==> config.mk <==
export PLATFORM = sky130hd
export DESIGN_NAME = cpu_run_ctrl
export DESIGN_NICKNAME = d
export VERILOG_FILES = /design/src/rtl/cpu_run_ctrl_pkg.sv /design/src/rtl/cpu_run_ctrl_release.sv /design/src/rtl/cpu_run_ctrl.sv
export SDC_FILE = /design/constraint.sdc
export NUM_CORES = 1
export LEC_CHECK = 0
export CORE_MARGIN = 3
export CORE_UTILIZATION = 40
export DETAILED_ROUTE_END_ITERATION = 10
export GPL_TIMING_DRIVEN = 0
export PLACE_DENSITY = 0.69
export SYNTH_ARGS = -nofsm -noshare
export SYNTH_HDL_FRONTEND = slang
export SYNTH_SLANG_ARGS = --single-unit
==> constraint.sdc <==
create_clock -name clk -period 4 [get_ports clk]
set_input_delay 0.8 -clock clk [delete_from_list [all_inputs] [get_ports clk]]
set_output_delay 0.8 -clock clk [all_outputs]
set_load 0.005 [all_outputs]
==> src/rtl/cpu_run_ctrl_pkg.sv <==
// Shared types and defaults for the CPU run controller.
package cpu_run_ctrl_pkg;

  typedef enum logic [1:0] {
    StIdle,
    StHold,
    StRun,
    StDone
  } run_state_e;

  localparam int unsigned DefNumCores   = 1;
  localparam int unsigned DefHoldCycles = 2;
  localparam int unsigned DefStagger    = 0;
  localparam int unsigned DefRunCycles  = 100;
  localparam int unsigned DefCntW       = 32;
  localparam int unsigned MaxCntW       = 64;

  // A zero budget selects the build-time default.
  function automatic logic [MaxCntW-1:0] sel_limit(input logic [MaxCntW-1:0] cfg,
                                                   input logic [MaxCntW-1:0] dflt);
    return (cfg == '0) ? dflt : cfg;
  endfunction

endpackage

==> src/rtl/cpu_run_ctrl_release.sv <==
// Hold counter and per-core release comparators for staggered reset release.
module cpu_run_ctrl_release #(
  parameter int unsigned NUM_CORES   = 1,
  parameter int unsigned HOLD_CYCLES = 2,
  parameter int unsigned STAGGER     = 0
) (
  input  logic                 clk,
  input  logic                 reset_n,
  input  logic                 clear,
  input  logic                 advance,
  output logic [NUM_CORES-1:0] release_next,
  output logic                 last
);

  localparam int unsigned LastThresh = HOLD_CYCLES + (NUM_CORES - 1) * STAGGER;
  localparam int unsigned HoldW      = $clog2(LastThresh + 1);

  logic [HoldW-1:0] hold_cnt_q, hold_cnt_d;
  logic [HoldW:0]   cnt_inc;

  // Comparisons use the count the counter reaches on this edge.
  assign cnt_inc = {1'b0, hold_cnt_q} + (HoldW + 1)'(1);
  assign last    = advance && (cnt_inc == (HoldW + 1)'(LastThresh));

  for (genvar i = 0; i < NUM_CORES; i++) begin : g_rel
    assign release_next[i] = advance && (cnt_inc >= (HoldW + 1)'(HOLD_CYCLES + i * STAGGER));
  end

  always_comb begin
    hold_cnt_d = hold_cnt_q;
    if (clear) begin
      hold_cnt_d = '0;
    end else if (advance) begin
      hold_cnt_d = cnt_inc[HoldW-1:0];
    end
  end

  always_ff @(posedge clk or negedge reset_n) begin
    if (!reset_n) begin
      hold_cnt_q <= '0;
    end else begin
      hold_cnt_q <= hold_cnt_d;
    end
  end

endmodule

==> src/rtl/cpu_run_ctrl.sv <==
// Run controller: staggered core reset release, cycle budget, halt/timeout detection.
// Optional retire counting is built when CPU_RUN_CTRL_PERF_EN is defined.
module cpu_run_ctrl
  import cpu_run_ctrl_pkg::*;
#(
  parameter int unsigned NUM_CORES   = DefNumCores,
  parameter int unsigned HOLD_CYCLES = DefHoldCycles,
  parameter int unsigned STAGGER     = DefStagger,
  parameter int unsigned RUN_CYCLES  = DefRunCycles,
  parameter int unsigned CNT_W       = DefCntW
) (
  input  logic                 clk,
  input  logic                 reset_n,
  input  logic                 start,
  input  logic                 abort,
  input  logic [CNT_W-1:0]     cfg_run_cycles,
  input  logic [NUM_CORES-1:0] halt_req,
`ifdef CPU_RUN_CTRL_PERF_EN
  input  logic [NUM_CORES-1:0] retire_valid,
  output logic [CNT_W-1:0]     retire_count,
`endif
  output logic [NUM_CORES-1:0] core_reset_n,
  output logic                 running,
  output logic                 done,
  output logic                 timeout,
  output logic [CNT_W-1:0]     cycle_count
);

  run_state_e           state_q, state_d;
  logic [NUM_CORES-1:0] core_reset_n_q, core_reset_n_d;
  logic                 done_q, done_d;
  logic                 timeout_q, timeout_d;
  logic [CNT_W-1:0]     cnt_q, cnt_d, cnt_inc;
  logic [CNT_W-1:0]     limit_q, limit_d;
  logic                 start_acc;
  logic [NUM_CORES-1:0] rel_next;
  logic                 rel_last;

  assign start_acc = start && !abort && ((state_q == StIdle) || (state_q == StDone));
  assign cnt_inc   = cnt_q + CNT_W'(1);

  cpu_run_ctrl_release #(
    .NUM_CORES  (NUM_CORES),
    .HOLD_CYCLES(HOLD_CYCLES),
    .STAGGER    (STAGGER)
  ) u_release (
    .clk         (clk),
    .reset_n     (reset_n),
    .clear       (start_acc),
    .advance     (state_q == StHold),
    .release_next(rel_next),
    .last        (rel_last)
  );

  always_comb begin
    state_d        = state_q;
    core_reset_n_d = core_reset_n_q;
    done_d         = done_q;
    timeout_d      = timeout_q;
    cnt_d          = cnt_q;
    limit_d        = limit_q;

    unique case (state_q)
      StIdle, StDone: begin
        if (start_acc) begin
          state_d        = StHold;
          core_reset_n_d = '0;
          done_d         = 1'b0;
          timeout_d      = 1'b0;
          cnt_d          = '0;
          limit_d        = CNT_W'(sel_limit(MaxCntW'(cfg_run_cycles), MaxCntW'(RUN_CYCLES)));
        end
      end
      StHold: begin
        core_reset_n_d = core_reset_n_q | rel_next;
        if (rel_last) begin
          state_d = StRun;
        end
      end
      StRun: begin
        cnt_d = cnt_inc;
        // Halt is checked first so it wins over a coincident budget hit.
        if (&halt_req) begin
          state_d        = StDone;
          core_reset_n_d = '0;
          done_d         = 1'b1;
          timeout_d      = 1'b0;
        end else if (cnt_inc == limit_q) begin
          state_d        = StDone;
          core_reset_n_d = '0;
          done_d         = 1'b1;
          timeout_d      = 1'b1;
        end
      end
      default: begin
        state_d        = StIdle;
        core_reset_n_d = '0;
      end
    endcase

    if (abort) begin
      state_d        = StIdle;
      core_reset_n_d = '0;
      done_d         = 1'b0;
      timeout_d      = 1'b0;
      cnt_d          = cnt_q;
      limit_d        = limit_q;
    end
  end

  always_ff @(posedge clk or negedge reset_n) begin
    if (!reset_n) begin
      state_q        <= StIdle;
      core_reset_n_q <= '0;
      done_q         <= 1'b0;
      timeout_q      <= 1'b0;
      cnt_q          <= '0;
      limit_q        <= CNT_W'(RUN_CYCLES);
    end else begin
      state_q        <= state_d;
      core_reset_n_q <= core_reset_n_d;
      done_q         <= done_d;
      timeout_q      <= timeout_d;
      cnt_q          <= cnt_d;
      limit_q        <= limit_d;
    end
  end

  assign core_reset_n = core_reset_n_q;
  assign running      = (state_q == StRun);
  assign done         = done_q;
  assign timeout      = timeout_q;
  assign cycle_count  = cnt_q;

`ifdef CPU_RUN_CTRL_PERF_EN
  localparam int unsigned PopW = $clog2(NUM_CORES + 1);

  logic [CNT_W-1:0] retire_q, retire_d;
  logic [PopW-1:0]  pop;
  logic [CNT_W:0]   retire_sum;

  always_comb begin
    pop = '0;
    for (int i = 0; i < NUM_CORES; i++) begin
      pop = pop + PopW'(retire_valid[i]);
    end
  end

  // Extra top bit catches overflow so the count saturates instead of wrapping.
  assign retire_sum = {1'b0, retire_q} + (CNT_W + 1)'(pop);

  always_comb begin
    retire_d = retire_q;
    if (start_acc) begin
      retire_d = '0;
    end else if (state_q == StRun) begin
      retire_d = retire_sum[CNT_W] ? '1 : retire_sum[CNT_W-1:0];
    end
  end

  always_ff @(posedge clk or negedge reset_n) begin
    if (!reset_n) begin
      retire_q <= '0;
    end else begin
      retire_q <= retire_d;
    end
  end

  assign retire_count = retire_q;
`else
  // Retire counting not built; no extra ports or state.
`endif

endmodule

==> impl_metrics.csv, run 1 <==
group,metric,value,unit
run_status,outcome,"complete, no violations",
layout,dominant_cells,"multi-input combinational cells",
yosys,async_flop_share,1.00,
global_routing,grt_max_degree,72,
yosys,synthesis.area,4470,um^2
global_routing,use_met2,0.353,
final_timing,setup_violations,0,
worst_setup_path,cp_top_family,"simple AND/OR/NAND/NOR gates",
worst_setup_path,ff2ff_path_depth,10,
layout,num-multi-input-gates,428,
yosys,topCellsByArea,"dfrtp_1 (38%), nand2_1 (14%), xnor2_1 (5.9%)",
cts,clockBufferDepth,2,
min_path,hold-path-endpoint,"timeout",
cts,cts-root-buf,"clkbuf_8",
final_timing,hold_slack,0.498,ns
layout,clk_share,0.0427,
layout,inverters,11,
yosys,synth-xor-area-share,0.0922,
yosys,top_cells_by_count,"nand2_1 (165), dfrtp_1 (68), clkbuf_1 (31)",
routing,m1WireLength,6.08,mm
cts,clock.latency.late_pin,0.36,ns
job,tool_warnings,28,
routing,totalWireLength,13.7,mm
layout,fin_nets,670,
cts,clkTransAtPathRegs,0.08,ns
worst_setup_path,path_cells,"ha_1 -> nand4_1 -> nor4_4 -> clkbuf_1 -> nand2_1 -> xnor2_1 -> a2111oi_4 -> nand4_2 -> and2_4 -> o211ai_2",
yosys,yosysTopAreaCell,"dfrtp_1",
worst_setup_path,cp-end-kind,"register",
layout,seq-cell-share,0.318,
yosys,synth_top_area_share,0.381,
layout,flops,71,
final_timing,drv_slew,0,
global_routing,top_usage_layer,"met2",
routing,antenna_left,0,
yosys,postSynthAreaPerCell,8.18,um^2
yosys,fa_ha_area_frac,0.0140,
global_routing,grt_antenna_before_repair,0,
worst_setup_path,reg2reg_from,"cycle_count[0]",
final_timing,final_hold_viol_count,0,
layout,seq_area,1780,um^2
layout,final_util,0.528,
cts,ctsResizeCount,0,
worst_setup_path,path_buffers,1,
routing,wl_met2,6.35,mm
yosys,ys_cells,546,
routing,viasPerCell,5.75,
job,max-cap-violations,0,
[run 1: through the flow]
stage	instance area [um^2]	setup TNS (ns)	power, mW	setup WS [ns]
final	5590	0	2.90	0.399
after global routing	5590	0	3.08	0.151
after CTS	5580	0	2.91	0.315
after detailed placement	5350	0	2.19	0.323
after global placement	5350	-19.06	2.15	-0.284
after floorplan	4470	0	1.81	1.16
[run 1: cell families after synthesis]
logic type	count (synthesis)
adder cells (fa/ha/maj)	5
flip-flops	71
AND/OR/NAND/NOR	282
XOR/XNOR	47
AND-OR/OR-AND	92
multiplexers	2
buffers and inverters	47
[run 1: power by group]
group          leakage (nW)  total, mW  internal [mW]  switching (mW)
clock                 0.118      0.703          0.417           0.286
combinational          1.27       1.09          0.463           0.629
sequential            0.932       1.10          0.912           0.192
total                  2.32       2.90           1.79            1.11
Run 1, sequential cells grouped by signal name:
Other sequential cells in the stronger grey, the rest of the logic in the fainter grey.
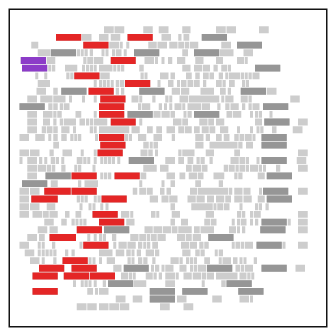
legend:
  red:
    signal: limit_q
    sequential_cells: 32
    where: a vertical strip on the left
  purple:
    signal: u_release.hold_cnt_q
    sequential_cells: 2

Run 1, routed metal, one colour a layer:
Scale bar: 20 um.
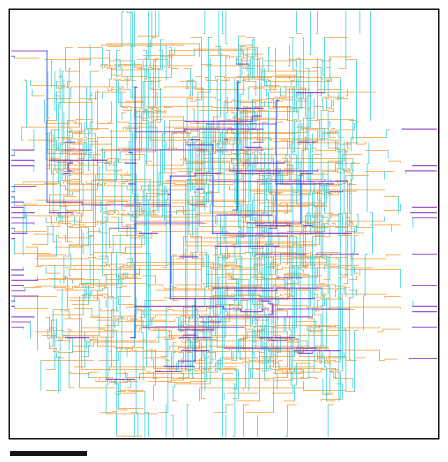
legend:
  orange:
    layer: M1
    wire_length: 6080 um
  cyan:
    layer: M2
    wire_length: 6350 um
  purple:
    layer: M3
    wire_length: 1010 um
  blue:
    layer: M4
    wire_length: 256 um
via count: 4424
Tot GR Track Use: 0.223

Run 1, clock wires, drivers and flops:
Scale bar: 20 um.
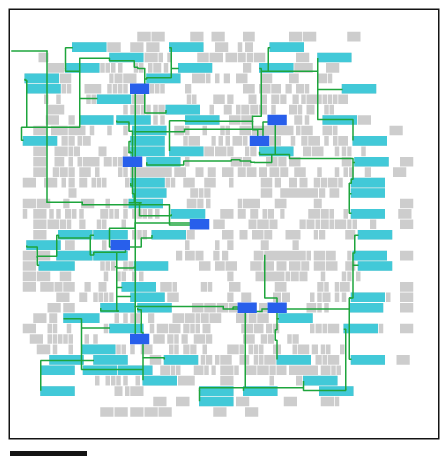
legend:
  blue:
    item: clock-net drivers
    count: 9
  cyan:
    item: flip-flops
    count: 71
  green:
    item: clock wires
    length: 1000 um
routed clock nets: 10
flops lie: all over the die

Run 1, ports around the boundary:
Pins as bars across the die edge, other pins in grey.
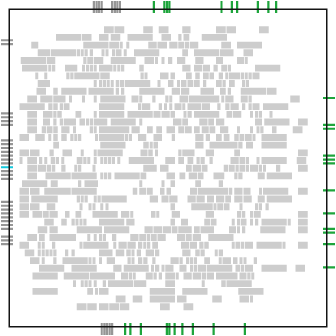
legend:
  green:
    port: cycle_count
    pins: 32
    direction: output
    edge: 12 right, 10 bottom, 10 top
  cyan:
    port: halt_req
    pins: 1
    direction: input
    edge: left
IO buf count: 71
Die Height: 112 um
die extent in x: 112 um

==> run 2: changes to the inputs <==
--- a/config.mk
+++ b/config.mk
@@ -5,6 +5,7 @@
 export SDC_FILE = /design/constraint.sdc
 export NUM_CORES = 1
 export LEC_CHECK = 0
+export ABC_CLOCK_PERIOD_IN_PS = 4000
 export CORE_MARGIN = 3
 export CORE_UTILIZATION = 40
 export DETAILED_ROUTE_END_ITERATION = 10
Run 2, clock wiring as the flow saved it:
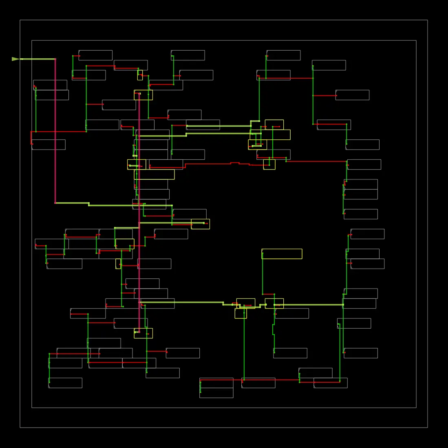
clock buf count: 11
clock-net power: 0.703 mW
number of buffers created by CTS: 9
Insertion Delay late pin: 0.36 ns
final clock skew: 0.0157 ns

Run 2, ports around the boundary:
Pins as bars across the die edge, other pins in grey.
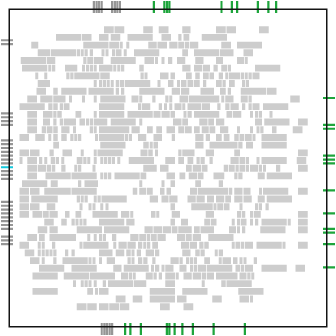
legend:
  cyan:
    port: halt_req
    pins: 1
    direction: input
    edge: left
  green:
    port: cycle_count
    pins: 32
    direction: output
    edge: 12 right, 10 bottom, 10 top

==> impl_metrics.csv, run 2 <==
group,metric,value,unit
routing,viasPerCell,5.75,
layout,final_util,0.528,
power,intPower,1.79,mW
yosys,synth_top_area_share,0.381,
place,hpwl,10.2,mm
worst_setup_path,path_buffers,1,
power,pwr-share-seq,0.381,
yosys,fp_nets,588,
power,switchingPower,1.11,mW
worst_setup_path,worstPathMaxFanout,10,
layout,seq_area,1780,um^2
cts,clkTransAtPathRegs,0.08,ns
yosys,most_common_cell,"nand2_1",
global_routing,grt_antenna_before_repair,0,
cts,cts_tree,"yes",
worst_setup_path,ff2ff_path_depth,10,
power,comb-power,1.09,mW
yosys,postSynthAreaPerCell,8.18,um^2
layout,drive_above_1_share,0.0553,
final_timing,period_minus_slack,3.60,ns
worst_setup_path,path_cells,"ha_1 -> nand4_1 -> nor4_4 -> clkbuf_1 -> nand2_1 -> xnor2_1 -> a2111oi_4 -> nand4_2 -> and2_4 -> o211ai_2",
routing,vias,4424,
worst_setup_path,cp_top_family,"simple AND/OR/NAND/NOR gates",
yosys,top_logic_kind,"simple AND/OR/NAND/NOR gates",
cts,clockBufferDepth,2,
routing,avgRoutedWirePerCell,17.8,um
routing,drc,0,
cts,ctsResizeCount,0,
layout,fin_nets,670,
floorplanning,die_width,112,um
worst_setup_path,cp-end-kind,"register",
global_routing,top_usage_layer,"met2",
power,total_power,2.90,mW
place,place_congestion,0.915,
yosys,yosys_area,4470,um^2
yosys,topCellsByArea,"dfrtp_1 (38%), nand2_1 (14%), xnor2_1 (5.9%)",
min_path,hold-path-endpoint,"timeout",
power,swShare,0.382,
final_timing,tns,0,ns
final_timing,final_hold_viol_count,0,
worst_setup_path,slowest_stage,"nor4_4",
routing,antenna_left,0,
global_routing,use_met2,0.353,
place,io_buffers,71,
floorplanning,die_y,112,um
power,top_power_group,"registers",
power,pwr-share-clk,0.242,
min_path,holdCritStartpoint,"timeout",
worst_setup_path,regToRegEndpoint,"state_q[1]",
layout,logic_area,2510,um^2
run_status,outcome,"complete, no violations",
global_routing,grt_max_degree,72,
place,place_ws,0.323,ns
place,place_area,5350,um^2
routing,totalWireLength,13.7,mm
final_timing,layout_setup_ws,0.399,ns
yosys,fa_ha_area_frac,0.0140,
worst_setup_path,reg2reg_from,"cycle_count[0]",
job,max-cap-violations,0,
final_timing,setup_violations,0,
final_timing,drv_slew,0,
yosys,aoi_share,0.145,
routing,wl_met2,6.35,mm
global_routing,grtUsageMet1,0.314,
power,p_seq,1.10,mW
cts,cts-root-buf,"clkbuf_8",
yosys,yosysTopAreaCell,"dfrtp_1",
cts,cts_num_sinks,71,
routing,m1WireLength,6.08,mm
yosys,async_flop_share,1.00,
layout,final_area,5590,um^2
yosys,ys_cells,546,
layout,area_growth_syn_to_layout,25.2,%
global_routing,grt_use_total,0.223,
yosys,synth-xor-area-share,0.0922,
yosys,synthesis.area,4470,um^2
power,power_frac_comb,0.377,
yosys,top_cells_by_count,"nand2_1 (165), dfrtp_1 (68), clkbuf_1 (31)",
job,tool_warnings,28,
==> run 2: area by class of cell <==
cell class	count	share of cell area
clock inverter	5	0.0192
buffer	36	0.0248
tap	136	0.0304
inverter	11	0.00738
sequential	71	0.318
timing repair buffer	71	0.127
clock buffer	11	0.0235
multi-input combinational	428	0.450
==> run 2: how the worst max path moves through the flow <==
stage | slack [ns] | end | cells past startpoint
finish | 0.40 | state_q[1] | 10
global route | 0.15 | state_q[1] | 10
CTS | 0.31 | state_q[1] | 10
detailed placement | 0.32 | state_q[1] | 10
global placement | -0.28 | cycle_count[13] | 1
floorplan | 1.16 | core_reset_n | 10
==> run 2: per-stage QoR <==
step	std cells	hold slack, ns
global route	769	0.541
finish	769	0.498
CTS	769	0.511
global placement	753	0.485
floorplan	546	0.465
detailed placement	753	0.488
Power is estimated from default activity; no workload was simulated.
